## config.mk

```make
export PLATFORM = sky130hd
export DESIGN_NAME = world_tile_writer_flat
export DESIGN_NICKNAME = d
export VERILOG_FILES = /design/src/rtl/world_tile_writer_if.sv /design/src/rtl/world_tile_writer.sv /design/src/flat_wrapper.sv
export SDC_FILE = /design/constraint.sdc
export NUM_CORES = 1
export LEC_CHECK = 0
export CAP_MARGIN = 10
export CORE_MARGIN = 4
export CORE_UTILIZATION = 45
export CTS_CLUSTER_DIAMETER = 60
export CTS_CLUSTER_SIZE = 25
export DETAILED_ROUTE_END_ITERATION = 8
export GPL_ROUTABILITY_DRIVEN = 0
export PLACE_DENSITY = 0.7
export SLEW_MARGIN = 20
export SYNTH_ARGS = -nofsm -noshare
export SYNTH_HDL_FRONTEND = slang
export SYNTH_SLANG_ARGS = --single-unit
```

## constraint.sdc

```tcl
create_clock -name Clk -period 3.5 [get_ports Clk]
set_input_delay 0.875 -clock Clk [delete_from_list [all_inputs] [get_ports Clk]]
set_output_delay 0.875 -clock Clk [all_outputs]
set_load 0.05 [all_outputs]
```

## src/rtl/world_tile_writer_if.sv

```systemverilog
// Request channel from game logic plus the write-side port of the world tile RAM.
// The writer uses the slave view; the requester/RAM side uses the master view.
interface world_tile_writer_if;
    logic        req_valid;
    logic        req_ready;
    logic [5:0]  req_col;
    logic [4:0]  req_row;
    logic [1:0]  req_kind;
    logic [4:0]  req_tile;
    logic [10:0] mem_addr;
    logic [4:0]  mem_rd_data;
    logic        mem_wr_en;
    logic [4:0]  mem_wr_data;

    modport master (
        output req_valid, req_col, req_row, req_kind, req_tile, mem_rd_data,
        input  req_ready, mem_addr, mem_wr_en, mem_wr_data
    );

    modport slave (
        input  req_valid, req_col, req_row, req_kind, req_tile, mem_rd_data,
        output req_ready, mem_addr, mem_wr_en, mem_wr_data
    );
endinterface

```

## src/rtl/world_tile_writer.sv

```systemverilog
// Queues gameplay tile edits and applies them to the world RAM as serial
// read-modify-write operations, starting new ones only during vertical blanking.
module world_tile_writer #(
    parameter int         DEPTH    = 4,
    parameter int         COLS     = 40,
    parameter int         ROWS     = 30,
    parameter logic [4:0] T_QBLOCK = 5'd4,
    parameter logic [4:0] T_USED   = 5'd6,
    parameter logic [4:0] T_BRICK  = 5'd2,
    parameter logic [4:0] T_EMPTY  = 5'd1
) (
    input  logic               Clk,
    input  logic               Reset_n,
    input  logic               vblank,
    world_tile_writer_if.slave bus,
    output logic               coin_pulse,
    output logic               drop_pulse,
    output logic               busy,
    output logic [4:0]         pending
);

    localparam int AW = (DEPTH > 1) ? $clog2(DEPTH) : 1;

    typedef enum logic [1:0] {IDLE, READ, WAIT, APPLY} state_t;

    typedef struct packed {
        logic [10:0] addr;
        logic [1:0]  kind;
        logic [4:0]  tile;
    } entry_t;

    // row*40 + col without a multiplier: row*32 + row*8 + col
    function automatic logic [10:0] cell_addr(input logic [4:0] row, input logic [5:0] col);
        return {1'b0, row, 5'b0} + {3'b0, row, 3'b0} + {5'b0, col};
    endfunction

    entry_t        fifo_q [DEPTH];
    logic [AW-1:0] wr_ptr_q, rd_ptr_q;
    logic [4:0]    count_q, count_d;
    state_t        state_q, state_d;
    logic [10:0]   addr_q, addr_d;
    logic [4:0]    wdata_q, wdata_d;
    logic          due_q, due_d;
    logic          coin_q, coin_d;
    logic          drop_q, drop_d;
    logic [1:0]    hold_kind_q;
    logic [4:0]    hold_tile_q;

    logic xfer, req_ok, push, pop;

    assign bus.req_ready = (count_q != 5'(DEPTH));
    assign xfer          = bus.req_valid && bus.req_ready;
    assign req_ok        = (bus.req_col < 6'(COLS)) && (bus.req_row < 5'(ROWS))
                         && (bus.req_kind != 2'd3);
    assign push          = xfer && req_ok;
    assign drop_d        = xfer && !req_ok;
    assign pop           = (state_q == IDLE) && vblank && (count_q != 5'd0);
    assign count_d       = count_q + {4'b0, push} - {4'b0, pop};

    always_comb begin
        state_d = state_q;
        addr_d  = addr_q;
        wdata_d = wdata_q;
        due_d   = due_q;
        coin_d  = coin_q;
        case (state_q)
            IDLE: begin
                if (pop) begin
                    addr_d  = fifo_q[rd_ptr_q].addr;
                    state_d = READ;
                end
            end
            READ: state_d = WAIT;
            WAIT: begin
                due_d   = 1'b0;
                coin_d  = 1'b0;
                wdata_d = bus.mem_rd_data;
                case (hold_kind_q)
                    2'd0: if (bus.mem_rd_data == T_QBLOCK) begin
                        due_d   = 1'b1;
                        coin_d  = 1'b1;
                        wdata_d = T_USED;
                    end
                    2'd1: if (bus.mem_rd_data == T_BRICK) begin
                        due_d   = 1'b1;
                        wdata_d = T_EMPTY;
                    end
                    2'd2: begin
                        due_d   = 1'b1;
                        wdata_d = hold_tile_q;
                    end
                    default: ;
                endcase
                state_d = APPLY;
            end
            APPLY: begin
                due_d   = 1'b0;
                coin_d  = 1'b0;
                state_d = IDLE;
            end
            default: state_d = IDLE;
        endcase
    end

    always_ff @(posedge Clk or negedge Reset_n) begin
        if (!Reset_n) begin
            state_q  <= IDLE;
            wr_ptr_q <= '0;
            rd_ptr_q <= '0;
            count_q  <= 5'd0;
            addr_q   <= 11'd0;
            wdata_q  <= 5'd0;
            due_q    <= 1'b0;
            coin_q   <= 1'b0;
            drop_q   <= 1'b0;
        end else begin
            state_q <= state_d;
            count_q <= count_d;
            addr_q  <= addr_d;
            wdata_q <= wdata_d;
            due_q   <= due_d;
            coin_q  <= coin_d;
            drop_q  <= drop_d;
            if (push) wr_ptr_q <= wr_ptr_q + 1'b1;
            if (pop)  rd_ptr_q <= rd_ptr_q + 1'b1;
        end
    end

    // Queue storage and the popped request carry no reset; only control is reset.
    always_ff @(posedge Clk) begin
        if (push) begin
            fifo_q[wr_ptr_q] <= '{addr: cell_addr(bus.req_row, bus.req_col),
                                  kind: bus.req_kind, tile: bus.req_tile};
        end
        if (pop) begin
            hold_kind_q <= fifo_q[rd_ptr_q].kind;
            hold_tile_q <= fifo_q[rd_ptr_q].tile;
        end
    end

    // The write strobe is decoded from state so an async reset removes it at once.
    assign bus.mem_wr_en   = (state_q == APPLY) && due_q;
    assign bus.mem_wr_data = wdata_q;
    assign bus.mem_addr    = addr_q;
    assign coin_pulse      = (state_q == APPLY) && coin_q;
    assign drop_pulse      = drop_q;
    assign busy            = (state_q != IDLE);
    assign pending         = count_q;

endmodule
```

## src/flat_wrapper.sv

```systemverilog
// flat-port wrapper written by rule: the top's interface ports become plain ports
module world_tile_writer_flat 
#(
    parameter int         DEPTH    = 4,
    parameter int         COLS     = 40,
    parameter int         ROWS     = 30,
    parameter logic [4:0] T_QBLOCK = 5'd4,
    parameter logic [4:0] T_USED   = 5'd6,
    parameter logic [4:0] T_BRICK  = 5'd2,
    parameter logic [4:0] T_EMPTY  = 5'd1
)
  (Clk, Reset_n, vblank, coin_pulse, drop_pulse, busy, pending, bus_req_valid, bus_req_col, bus_req_row, bus_req_kind, bus_req_tile, bus_mem_rd_data, bus_req_ready, bus_mem_addr, bus_mem_wr_en, bus_mem_wr_data);
  world_tile_writer_if bus_i ();
  input  logic Clk;
  input  logic Reset_n;
  input  logic vblank;
  output logic coin_pulse;
  output logic drop_pulse;
  output logic busy;
  output logic [4:0] pending;
  input wire logic [$bits(bus_i.req_valid)-1:0] bus_req_valid;
  input wire logic [$bits(bus_i.req_col)-1:0] bus_req_col;
  input wire logic [$bits(bus_i.req_row)-1:0] bus_req_row;
  input wire logic [$bits(bus_i.req_kind)-1:0] bus_req_kind;
  input wire logic [$bits(bus_i.req_tile)-1:0] bus_req_tile;
  input wire logic [$bits(bus_i.mem_rd_data)-1:0] bus_mem_rd_data;
  output wire logic [$bits(bus_i.req_ready)-1:0] bus_req_ready;
  output wire logic [$bits(bus_i.mem_addr)-1:0] bus_mem_addr;
  output wire logic [$bits(bus_i.mem_wr_en)-1:0] bus_mem_wr_en;
  output wire logic [$bits(bus_i.mem_wr_data)-1:0] bus_mem_wr_data;
  assign bus_i.req_valid = bus_req_valid;
  assign bus_i.req_col = bus_req_col;
  assign bus_i.req_row = bus_req_row;
  assign bus_i.req_kind = bus_req_kind;
  assign bus_i.req_tile = bus_req_tile;
  assign bus_i.mem_rd_data = bus_mem_rd_data;
  assign bus_req_ready = bus_i.req_ready;
  assign bus_mem_addr = bus_i.mem_addr;
  assign bus_mem_wr_en = bus_i.mem_wr_en;
  assign bus_mem_wr_data = bus_i.mem_wr_data;
  world_tile_writer #(.DEPTH(DEPTH), .COLS(COLS), .ROWS(ROWS), .T_QBLOCK(T_QBLOCK), .T_USED(T_USED), .T_BRICK(T_BRICK), .T_EMPTY(T_EMPTY)) u_core (.Clk(Clk), .Reset_n(Reset_n), .vblank(vblank), .bus(bus_i), .coin_pulse(coin_pulse), .drop_pulse(drop_pulse), .busy(busy), .pending(pending));
endmodule
```

### The metal 3 layer

Scale: 4 px per um.
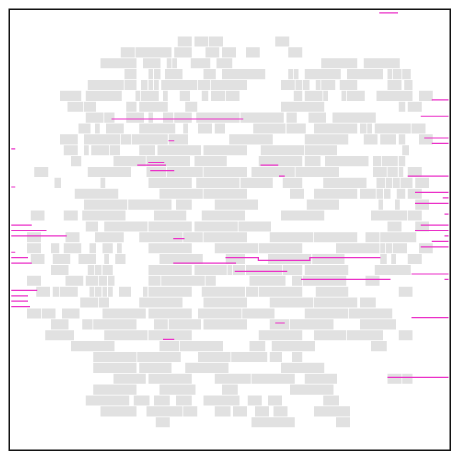
The longest straight run is 32.7 um. The wires run mostly horizontal. The layer carries 320 um of wire. 36 nets have wire on it.

### Pin map

Scale: 3 px per um. Pins as bars across the die edge, other pins in grey.
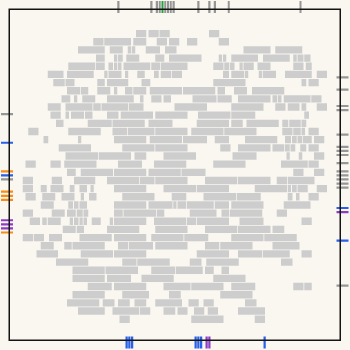
Green shows bus_req_ready, pins 1, direction output, edge north. Orange shows bus_req_row, pins 5, direction input, edge west. Blue shows bus_mem_addr, pins 11, direction output, edge 7 south, 2 east, 2 west. Purple shows bus_req_col, pins 6, direction input, edge 3 west, 2 south, 1 east.
All pins by edge: 18 east, 14 north, 12 west, 9 south.

==> run notes <==
The synthesis and PnR run went through. The capture point of the critical path was reported as bus_req_ready. The final timing report lists a hold violation count of 0. TritonCTS built the clock tree. In the synthesized netlist, the cells that appear most often are sky130_fd_sc_hd__edfxtp_1 (79), sky130_fd_sc_hd__dfrtp_1 (30), sky130_fd_sc_hd__ha_1 (23), sky130_fd_sc_hd__inv_1 (19), sky130_fd_sc_hd__mux4_2 (18). Deepest level of the CTS H-tree landed at 3. The cell family contributing the most delay on the critical path is buffers and inverters.

After clock tree synthesis, the flow added hold-fix buffers numbering 0. Counting instances, the worst hold path has a depth of 1. The detailed router used layers up to and including met4. In the global route stage, overall resource usage came out at 0.140.

Met2 track demand over resource in global routing landed at 0.229. Setup slack on the worst reg-to-reg path comes out at 1.11 ns. Number of I/O port buffers landed at roughly 52. Buffer-and-inverter tally for the worst setup path landed at 2. Share of power burned in the clock network landed at 0.172. After floorplanning, the core was sized to cover ~10000 um2. The capture point of the worst register-to-register path is recorded as u_core.pending[4]$_DFF_PN0_. Net switching component of the power landed at 1.65 mW.

The worst-case IR drop observed on VDD is 0.391 mV. Count of pins on the block boundary landed at between 50 and 60. Maximum number of pins on one net before global-route repair landed at 31. Part of the total power dissipated in combinational logic landed at 0.401.

Sequential share of power landed at 0.428. Number of warnings issued by yosys landed at 0. According to the floorplan report, the die width is 110 um. The required time at the worst endpoint is listed as around 2.6 ns.

Total placed cells including tap cells landed at 454. Count of antenna diodes in the layout landed at 0. When the netlist entered floorplanning its net count stood at 325. Total design power landed at about 4.5 mW. Of the synthesized area, sequential elements account for 0.669. Per the layout report, the design carries 9 clock buffers. Count of multi-input gates landed at 137. The via count of the first global-routing pass was 2477. Sequential share of cell area landed at 0.562. Area enclosed by the die boundary landed at 12100 um2. Post-synthesis instance area landed at 4670 um2.

Remaining design rule violation count landed at 0. The worst setup path is captured at a primary output. Fmax landed at roughly 0.32 GHz. Path depth of the worst reg2reg path landed at 13. Pre-CTS worst setup slack landed at 0.165 ns. By area the synthesized netlist is led by sky130_fd_sc_hd__edfxtp_1 (51%), sky130_fd_sc_hd__dfrtp_1 (16%), sky130_fd_sc_hd__mux4_2 (8.7%). Growth of design area from synthesis to finish landed at 19.1%. The most used flip-flop cell after synthesis is sky130_fd_sc_hd__edfxtp_1. For the worst setup path, the data arrival time is 2.24 ns. In the setup report, the worst path falls into the class flip-flop to primary output. Counting the inverters off the clock network in the layout gives 19. The layout report lists the combined flip-flop and latch area as 3120 um2. OpenSTA lists the critical path startpoint as u_core.pending[3]$_DFF_PN0_.

Per the GRT congestion report, total overflow comes to 0. The flow ran to the end, and the final reports show no timing, DRC or antenna violations. Setup repair after global routing left no endpoint under its margin.

Hold analysis lists the worst path endpoint as u_core.bus.mem_addr[10]$_DFFE_PN0P_. Leakage component of the power landed at 2.03 nW. Smallest setup slack after layout landed at 0.384 ns. Number of cells in Yosys stat landed at between 200 and 300. Ranking logic cells in the layout by count gives the top entries sky130_fd_sc_hd__edfxtp_1 (79), sky130_fd_sc_hd__clkdlybuf4s50_1 (52), sky130_fd_sc_hd__dfrtp_1 (30). Count of flip-flops with a built-in enable after synthesis landed at 79. Looking at the gate-level netlist, the highest instance count belongs to sky130_fd_sc_hd__edfxtp_1. Fraction of area in multi-input gates landed at 0.260.

Total wire length landed at around 7.7 mm. The global router reports that the layer with the highest usage is met2. Post-route antenna net violation count landed at 0. The routed design uses about 320 um of met3 wire.

Final critical path time including I/O delays and setup landed at approximately 3.1 ns. The startpoint identified for the worst register-to-register timing path is u_core.state_q[0]$_DFFE_PN0P_. The worst setup path is launched from a flip-flop. Number of buffers outside the clock class in the layout landed at about 56. Clock tree synthesis selected as its root buffer the cell sky130_fd_sc_hd__clkbuf_8. Of the cells placed in the final design, the portion with a size suffix greater than 1 is 0.184.

Sorting the Yosys area breakdown by cell type puts at the top sky130_fd_sc_hd__edfxtp_1. First-pass iteration count of the detailed router landed at 4. Met1 track utilization from global routing landed at 0.182. Per the final report, the share of cell area in non-clock buffers is 0.0990.

In the floorplan report the effective utilization is 0.469. Total number of vias landed at 2405. The cell sequence reported for the critical path is inv_1 > ha_1 > or4b_4 > clkdlybuf4s50_1. Once iteration 0 of detailed routing completed, the report listed 124 DRC markers.

Delay of the slowest cell on the worst path landed at 0.72 ns. The end-of-flow timing check tallies setup violations at 0. After routing, the total negative slack on setup checks comes to 0 ns. Clock slew seen by the registers of the worst setup and hold paths landed at 0.11 ns. The script computed the net switching share of total power as 0.368.

Yosys mapped the design onto 39 distinct sky130hd cell types. The most critical hold endpoint after final layout shows a slack of 0.515 ns. Share of the core filled with cells in the final layout landed at 0.558. Final clock skew landed at 0.00950 ns.

CTS reports a maximum clock tree buffer depth of 2. Tap cell instance count landed at roughly 130. The vertical die dimension reported for this design is 110 um. Post-CTS setup buffer count landed at 0. Fraction of met3 tracks used by global routing landed at 0.0270. Detailed placer's ending HPWL landed at 5.37 mm. Number of pins exceeding their max-slew limit in the final report landed at 0. The register with the most flip-flops in the layout has 72 of them. Detailed-route vias per instance landed at 5.12. Initial antenna violation count landed at 0. On the critical path, the stage with the largest delay is an instance of sky130_fd_sc_hd__clkdlybuf4s50_1. For this run, the chip area from Yosys synthesis comes to approximately 4700 um2.
### Clock routing

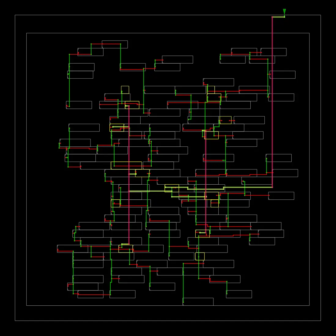
Power Clock: 0.772 mW
cts bufs inserted: 9
Clock Sinks: 109
clock latency on the worst-skew pair: 0.36 ns
Flops: 109

### Zoomed window

Region (57, 57) to (107, 107) um. Cells in grey, sequential cells in the stronger grey; small squares are vias.
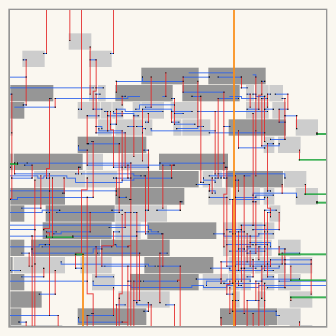
Blue shows met1. Orange shows met4. Red shows met2. Green shows met3.
Sequential cells in the window: 22. Netlist names of flops here include u_core.fifo_q (10), u_core.bus.mem_wr_data (3), u_core.hold_tile_q (3). 85 logic cells have their middle in the window. Most frequent: edfxtp_1 (15), clkdlybuf4s50_1 (14), dfrtp_1 (7).

cells by family (layout without fill, tap and decap cells):
kind of cell	after synthesis	count (layout)	synth area share
adders and majority gates	26	26	0.0745
AOI/OAI and AO/OA	26	26	0.0324
DFF	109	109	0.669
and+or+nand+nor	37	37	0.0490
muxes	38	38	0.134
buffers and inverters	26	91	0.0222
xor gates and xnor gates	10	10	0.0188
power groups by stage:
stage	clock network (mW)	logic, mW	registers [mW]
floorplan	0	0.932	2.29
global placement	0	1.79	1.95
detailed placement	0	1.83	1.96
CTS	0.792	1.83	1.93
global route	0.844	1.94	1.96
finish	0.772	1.80	1.92
Power figures rest on the tool's default switching activity, not on a simulated workload.
